congestion_map.png
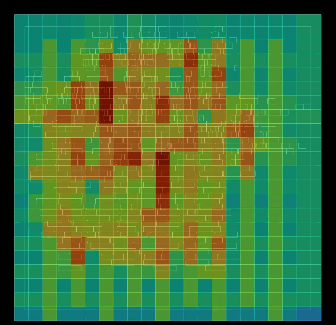
m2.png
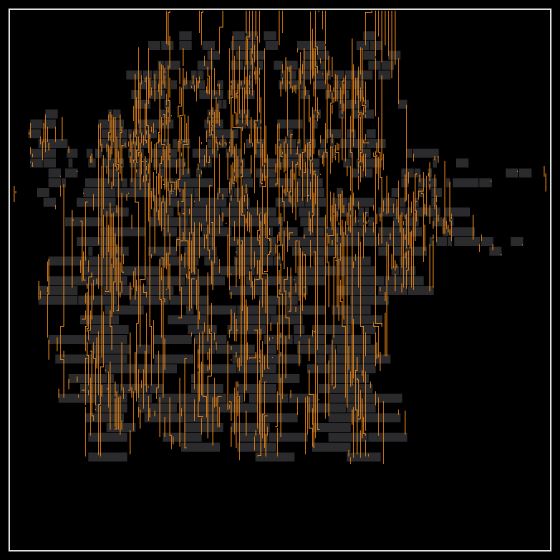
### src/rtl/pc_pkg.sv
// ---------------------------------------------------------------------------
// pc_pkg
// Shared definitions for the program-counter / return-address-stack block.
//   op_t      : operation encoding presented on pc_ras.op
//   FLG_*     : bit positions inside the 4-bit status flag vector
//   OP_W      : width of the op field
//   FLAG_W    : width of the flag vector
// ---------------------------------------------------------------------------
package pc_pkg;

  localparam int OP_W   = 3;
  localparam int FLAG_W = 4;

  typedef enum logic [OP_W-1:0] {
    NEXT = 3'd0,
    REL  = 3'd1,
    ABS  = 3'd2,
    CALL = 3'd3,
    RET  = 3'd4
  } op_t;

  localparam logic [1:0] FLG_ZERO  = 2'd0;
  localparam logic [1:0] FLG_NEG   = 2'd1;
  localparam logic [1:0] FLG_CARRY = 2'd2;
  localparam logic [1:0] FLG_OVF   = 2'd3;

endpackage : pc_pkg

### src/rtl/ras_stack.sv
// ---------------------------------------------------------------------------
// ras_stack
// Circular return-address stack. A push onto a full stack overwrites the
// oldest entry and keeps the occupancy saturated at DEPTH. The top entry is
// read combinationally, so a value pushed on one edge is visible as `top`
// in the very next cycle.
//
// Ports
//   clk    : rising-edge clock
//   reset  : synchronous active-high reset (clears pointer and occupancy)
//   push   : write din at the stack pointer, advance pointer
//   pop    : retreat pointer (ignored while empty)
//   din    : value to push
//   top    : most recently pushed valid entry
//   depth  : number of valid entries (0..DEPTH)
//   full   : depth == DEPTH
//   empty  : depth == 0
// ---------------------------------------------------------------------------
module ras_stack
  import pc_pkg::*;
#(
  parameter int D     = 12,
  parameter int DEPTH = 8
) (
  input  logic                       clk,
  input  logic                       reset,
  input  logic                       push,
  input  logic                       pop,
  input  logic [D-1:0]               din,
  output logic [D-1:0]               top,
  output logic [$clog2(DEPTH+1)-1:0] depth,
  output logic                       full,
  output logic                       empty
);

  localparam int PTR_W = $clog2(DEPTH);
  localparam int CNT_W = $clog2(DEPTH+1);

  // Entry storage; contents are don't-care after reset, only the
  // occupancy count decides what is visible.
  logic [D-1:0]     mem_r [DEPTH];
  logic [PTR_W-1:0] sp_r;
  logic [CNT_W-1:0] cnt_r;
  logic [PTR_W-1:0] top_idx_s;

  assign full      = (cnt_r == CNT_W'(DEPTH));
  assign empty     = (cnt_r == {CNT_W{1'b0}});
  assign depth     = cnt_r;
  // sp_r points at the next free slot; DEPTH is a power of two so the
  // subtraction wraps around the ring naturally.
  assign top_idx_s = sp_r - PTR_W'(1);
  assign top       = mem_r[top_idx_s];

  // Stack pointer and occupancy counter.
  always_ff @(posedge clk) begin
    if (reset) begin
      sp_r  <= {PTR_W{1'b0}};
      cnt_r <= {CNT_W{1'b0}};
    end else if (push) begin
      sp_r <= sp_r + PTR_W'(1);
      // On a full stack the write lands on the oldest slot; count saturates.
      if (!full) begin
        cnt_r <= cnt_r + CNT_W'(1);
      end
    end else if (pop && !empty) begin
      sp_r  <= sp_r - PTR_W'(1);
      cnt_r <= cnt_r - CNT_W'(1);
    end
  end

  // Entry write port.
  always_ff @(posedge clk) begin
    if (push && !reset) begin
      mem_r[sp_r] <= din;
    end
  end

endmodule : ras_stack

### src/rtl/pc_ras.sv
// ---------------------------------------------------------------------------
// pc_ras
// Program counter with conditional relative/absolute branches and a
// call/return stack. Every update lands on the next rising clock edge.
//
// Ports
//   clk      : rising-edge clock
//   reset    : synchronous active-high reset, dominates stall and op
//   stall    : hold all state (op and err_clr ignored)
//   op       : NEXT / REL / ABS / CALL / RET, other codes behave as NEXT
//   flags    : {overflow, carry, negative, zero}
//   cond_sel : which flag forms the branch condition
//   cond_inv : invert the selected flag
//   uncond   : force the branch condition true
//   target   : REL offset (two's complement) or ABS/CALL address
//   err_clr  : clear sticky error flags (a same-cycle new error wins)
//   prog_ctr : current program counter
//   depth    : valid return-stack entries
//   err_ovf  : sticky, set by CALL on a full stack
//   err_unf  : sticky, set by a taken RET on an empty stack
// ---------------------------------------------------------------------------
module pc_ras
  import pc_pkg::*;
#(
  parameter int D     = 12,
  parameter int DEPTH = 8
) (
  input  logic                       clk,
  input  logic                       reset,
  input  logic                       stall,
  input  logic [2:0]                 op,
  input  logic [3:0]                 flags,
  input  logic [1:0]                 cond_sel,
  input  logic                       cond_inv,
  input  logic                       uncond,
  input  logic [D-1:0]               target,
  input  logic                       err_clr,
  output logic [D-1:0]               prog_ctr,
  output logic [$clog2(DEPTH+1)-1:0] depth,
  output logic                       err_ovf,
  output logic                       err_unf
);

  logic [D-1:0] pc_r;
  logic         err_ovf_r;
  logic         err_unf_r;

  op_t          op_s;
  logic         take_s;
  logic [D-1:0] pc_plus1_s;
  logic [D-1:0] pc_nxt_s;
  logic         push_s;
  logic         pop_s;
  logic         ovf_set_s;
  logic         unf_set_s;
  logic         ovf_nxt_s;
  logic         unf_nxt_s;

  logic [D-1:0] stk_top_s;
  logic         stk_full_s;
  logic         stk_empty_s;
  logic         stk_push_s;
  logic         stk_pop_s;

  assign op_s       = op_t'(op);
  assign take_s     = uncond | (flags[cond_sel] ^ cond_inv);
  // Both the plain increment and the REL add wrap modulo 2^D.
  assign pc_plus1_s = pc_r + D'(1);

  // Next-PC selection and stack/error requests for the current op.
  always_comb begin
    pc_nxt_s  = pc_plus1_s;
    push_s    = 1'b0;
    pop_s     = 1'b0;
    ovf_set_s = 1'b0;
    unf_set_s = 1'b0;
    case (op_s)
      NEXT: begin
        pc_nxt_s = pc_plus1_s;
      end
      REL: begin
        if (take_s) begin
          pc_nxt_s = pc_r + target;
        end else begin
          pc_nxt_s = pc_plus1_s;
        end
      end
      ABS: begin
        if (take_s) begin
          pc_nxt_s = target;
        end else begin
          pc_nxt_s = pc_plus1_s;
        end
      end
      CALL: begin
        if (take_s) begin
          pc_nxt_s  = target;
          push_s    = 1'b1;
          ovf_set_s = stk_full_s;
        end else begin
          pc_nxt_s = pc_plus1_s;
        end
      end
      RET: begin
        if (take_s && !stk_empty_s) begin
          pc_nxt_s = stk_top_s;
          pop_s    = 1'b1;
        end else if (take_s) begin
          // Nothing to return to: fall through and flag it.
          pc_nxt_s  = pc_plus1_s;
          unf_set_s = 1'b1;
        end else begin
          pc_nxt_s = pc_plus1_s;
        end
      end
      default: begin
        pc_nxt_s = pc_plus1_s;
      end
    endcase
  end

  // A new error outranks a simultaneous clear.
  assign ovf_nxt_s = (err_ovf_r & ~err_clr) | ovf_set_s;
  assign unf_nxt_s = (err_unf_r & ~err_clr) | unf_set_s;

  // Stall freezes the stack together with the rest of the state.
  assign stk_push_s = push_s & ~stall;
  assign stk_pop_s  = pop_s & ~stall;

  // Program counter and sticky error flags.
  always_ff @(posedge clk) begin
    if (reset) begin
      pc_r      <= {D{1'b0}};
      err_ovf_r <= 1'b0;
      err_unf_r <= 1'b0;
    end else if (!stall) begin
      pc_r      <= pc_nxt_s;
      err_ovf_r <= ovf_nxt_s;
      err_unf_r <= unf_nxt_s;
    end
  end

  ras_stack #(
    .D     (D),
    .DEPTH (DEPTH)
  ) u_stack (
    .clk   (clk),
    .reset (reset),
    .push  (stk_push_s),
    .pop   (stk_pop_s),
    .din   (pc_plus1_s),
    .top   (stk_top_s),
    .depth (depth),
    .full  (stk_full_s),
    .empty (stk_empty_s)
  );

  assign prog_ctr = pc_r;
  assign err_ovf  = err_ovf_r;
  assign err_unf  = err_unf_r;

endmodule : pc_ras

### config.mk
export PLATFORM = sky130hd
export DESIGN_NAME = pc_ras
export DESIGN_NICKNAME = d
export VERILOG_FILES = /design/src/rtl/pc_pkg.sv /design/src/rtl/ras_stack.sv /design/src/rtl/pc_ras.sv
export SDC_FILE = /design/constraint.sdc
export NUM_CORES = 1
export LEC_CHECK = 0
export ABC_AREA = 0
export ABC_CLOCK_PERIOD_IN_PS = 7400
export CAP_MARGIN = 20
export CORE_MARGIN = 5
export CORE_UTILIZATION = 30
export DETAILED_ROUTE_END_ITERATION = 6
export SLEW_MARGIN = 40
export SYNTH_ARGS = -nofsm -noshare
export SYNTH_HDL_FRONTEND = slang
export SYNTH_HIERARCHICAL = 1
export SYNTH_SLANG_ARGS = --single-unit
export TNS_END_PERCENT = 5
### constraint.sdc
create_clock -name clk -period 7.4 [get_ports clk]
set_clock_uncertainty 0.05 [all_clocks]
set_input_delay 1.48 -clock clk [delete_from_list [all_inputs] [get_ports clk]]
set_output_delay 1.48 -clock clk [all_outputs]
set_load 0.02 [all_outputs]
==> run summary <==
run results: status completed, max_cap viols 0, Hold Path Cell Cnt 2, xor+xnor area frac 0.0373, async set or reset register ratio after synthesis 0, WL/cell slightly below 20 um, sw frac 0.233, Yosys reg bits 117, TritonRoute pass-1 iters 5, Clock transition at path regs ~0.06 ns, worst slew pin tran between 0.7 and 0.8 ns, hold endpoint err_unf$_SDFFE_PP0N_, relative slew slack 0.471, combinational group share of total power 0.095, GP Congestion roughly 0.85, IO Port Bufs ~44, Final HPWL DP a little over 10000 um, Int Pwr 1300 uW, crit share post-route 0.687, worst r2r src u_stack/sp_r[0]$_SDFFE_PP0P_, DIE WIDTH roughly 150 um, post-synthesis cell count approximately 430, Top Layout Cells edfxtp_1 (96), clkdlybuf4s50_1 (44), nor2_1 (22), Psw 396 uW, setup bufs post-CTS 0, Pleak roughly 0.0024 uW, Slew Limit Fails 0, hold path start err_unf$_SDFFE_PP0N_, setup slack after layout 2.32 ns, largest net degree at the start of global routing 32, Synth cell types around 62, Max stage delay on crit path 0.65 ns, clk buf depth 2, crit path launch type input port, adder-cell share of the synthesized area 0.0409, row cnt roughly 50, Max IR drop VDD around 0.18 mV, P&R area growth vs syn 23.0%, simple-gate share of the synthesized area 0.0869, Register-to-Register Setup Slack between 3 and 4 ns, Root Buffer clkbuf_16, OpenROAD warning count 27, fp util 0.303, worst flop-to-flop path endpoint prog_ctr[6]$_SDFFE_PP0N_, H-Tree Depth 4, crit end category register, detail-routed via count per cell slightly above 5, CTS tree done, reg2reg path depth 8, CTS buffer count 17, Routed Antenna Nets 0, WHS 0.410 ns, Multiplexer share 0.125, yosys cell count 425
## Picture notes: congestion_map.png
layer with the highest usage: met2
GRT met1 Usage: 0.179

## Picture notes: m2.png
The layer carries 7190 um of wire. The longest straight run is 64.7 um. The layer holds 50% of the routed length. The wires run mostly vertical. 452 nets have wire on it.
met2 Use GR: 0.213
final WL: 14500 um
DR vias: 3863

-- logic make-up (layout without fill, tap and decap cells) --
kind of cell	after synthesis	in the layout
xor gates and xnor gates	25	25
adders and majority gates	18	18
DFF	117	117
AOI/OAI and AO/OA	89	89
muxes	39	39
buffers and inverters	38	95
and+or+nand+nor	99	99
-- synthesized netlist by cell type, types with 6 or more instances --
cell      instances  area (um^2)
mux4_2           21          473
inv_1            15         56.3
nor3_1           11         55.1
a21oi_1          19         95.1
buf_2             8         40.0
a31oi_1           7         43.8
a211oi_1          7         52.6
edfxtp_1         96         2880
mux2_2           12          135
xor2_1           11         96.3
xnor2_1          14          123
a221oi_2          6         90.1
nand2_1          18         67.6
clkbuf_1          6         22.5
nand3_1          11         55.1
ha_1             16          200
o21ai_0          12         60.1
dfxtp_1          21          420
nor2_1           28          105
-- stage by stage --
step	cell area, um^2	power [uW]	util
floorplan	5880	848	-
global placement	6540	904	0.337
detailed placement	6590	908	0.340
CTS	7180	1710	0.370
global route	7230	1760	0.373
finish	7230	1700	0.373
-- flip-flops by register name, indices dropped and copies added (netlist names) --
name	cells
u_stack/mem_r	96
u_stack/depth	4
err_ovf	1
err_unf	1
u_stack/sp_r	3
prog_ctr	12
-- how the worst max path moves through the flow --
stage / start / endpoint / slack, ns / cells past startpoint
global placement: cond_sel[0] / u_stack/mem_r[6][5]$_DFFE_PP_ / 1.86 / 8
CTS: cond_sel[0] / u_stack/mem_r[6][8]$_DFFE_PP_ / 2.32 / 8
floorplan: cond_sel[0] / u_stack/mem_r[2][0]$_DFFE_PP_ / 2.76 / 8
finish: cond_sel[0] / u_stack/mem_r[6][8]$_DFFE_PP_ / 2.32 / 8
detailed placement: cond_sel[0] / u_stack/mem_r[6][9]$_DFFE_PP_ / 1.93 / 8
global route: cond_sel[0] / u_stack/mem_r[4][9]$_DFFE_PP_ / 2.18 / 8
-- cell type report --
cell class / instances / share of cell area
Sequential cell: 117 / 0.458
Multi-Input combinational cell: 270 / 0.343
Clock buffer: 22 / 0.0687
Timing Repair Buffer: 47 / 0.0640
Tap cell: 265 / 0.0459
Clock inverter: 10 / 0.0130
Inverter: 16 / 0.00831
-- worst max-delay path, delay by kind of cell --
| family | cells | cell delay [ns] |
|---|---|---|
| and+or+nand+nor | 3 | 1.70 |
| buffers and inverters | 2 | 0.67 |
| AOI/OAI and AO/OA | 1 | 0.56 |
| muxes | 1 | 0.50 |
| xor gates and xnor gates | 1 | 0.15 |
-- power groups by stage --
stage	clock [uW]	combinational, uW	sequential (uW)
4_1_cts	813	160	735
3_3_place_gp	0	156	749
5_1_grt	844	175	737
2_1_floorplan	0	98.7	749
6_report	802	162	735
3_5_place_dp	0	159	749
-- routing by layer --
layer / GRT usage / routed length (um)
met1: 0.179 / 6420
met2: 0.213 / 7190
met3: 0.0251 / 742
met4: 0.0421 / 174
met5: 0 / 0
No activity file was given, so power comes from the tool's default toggle rates.
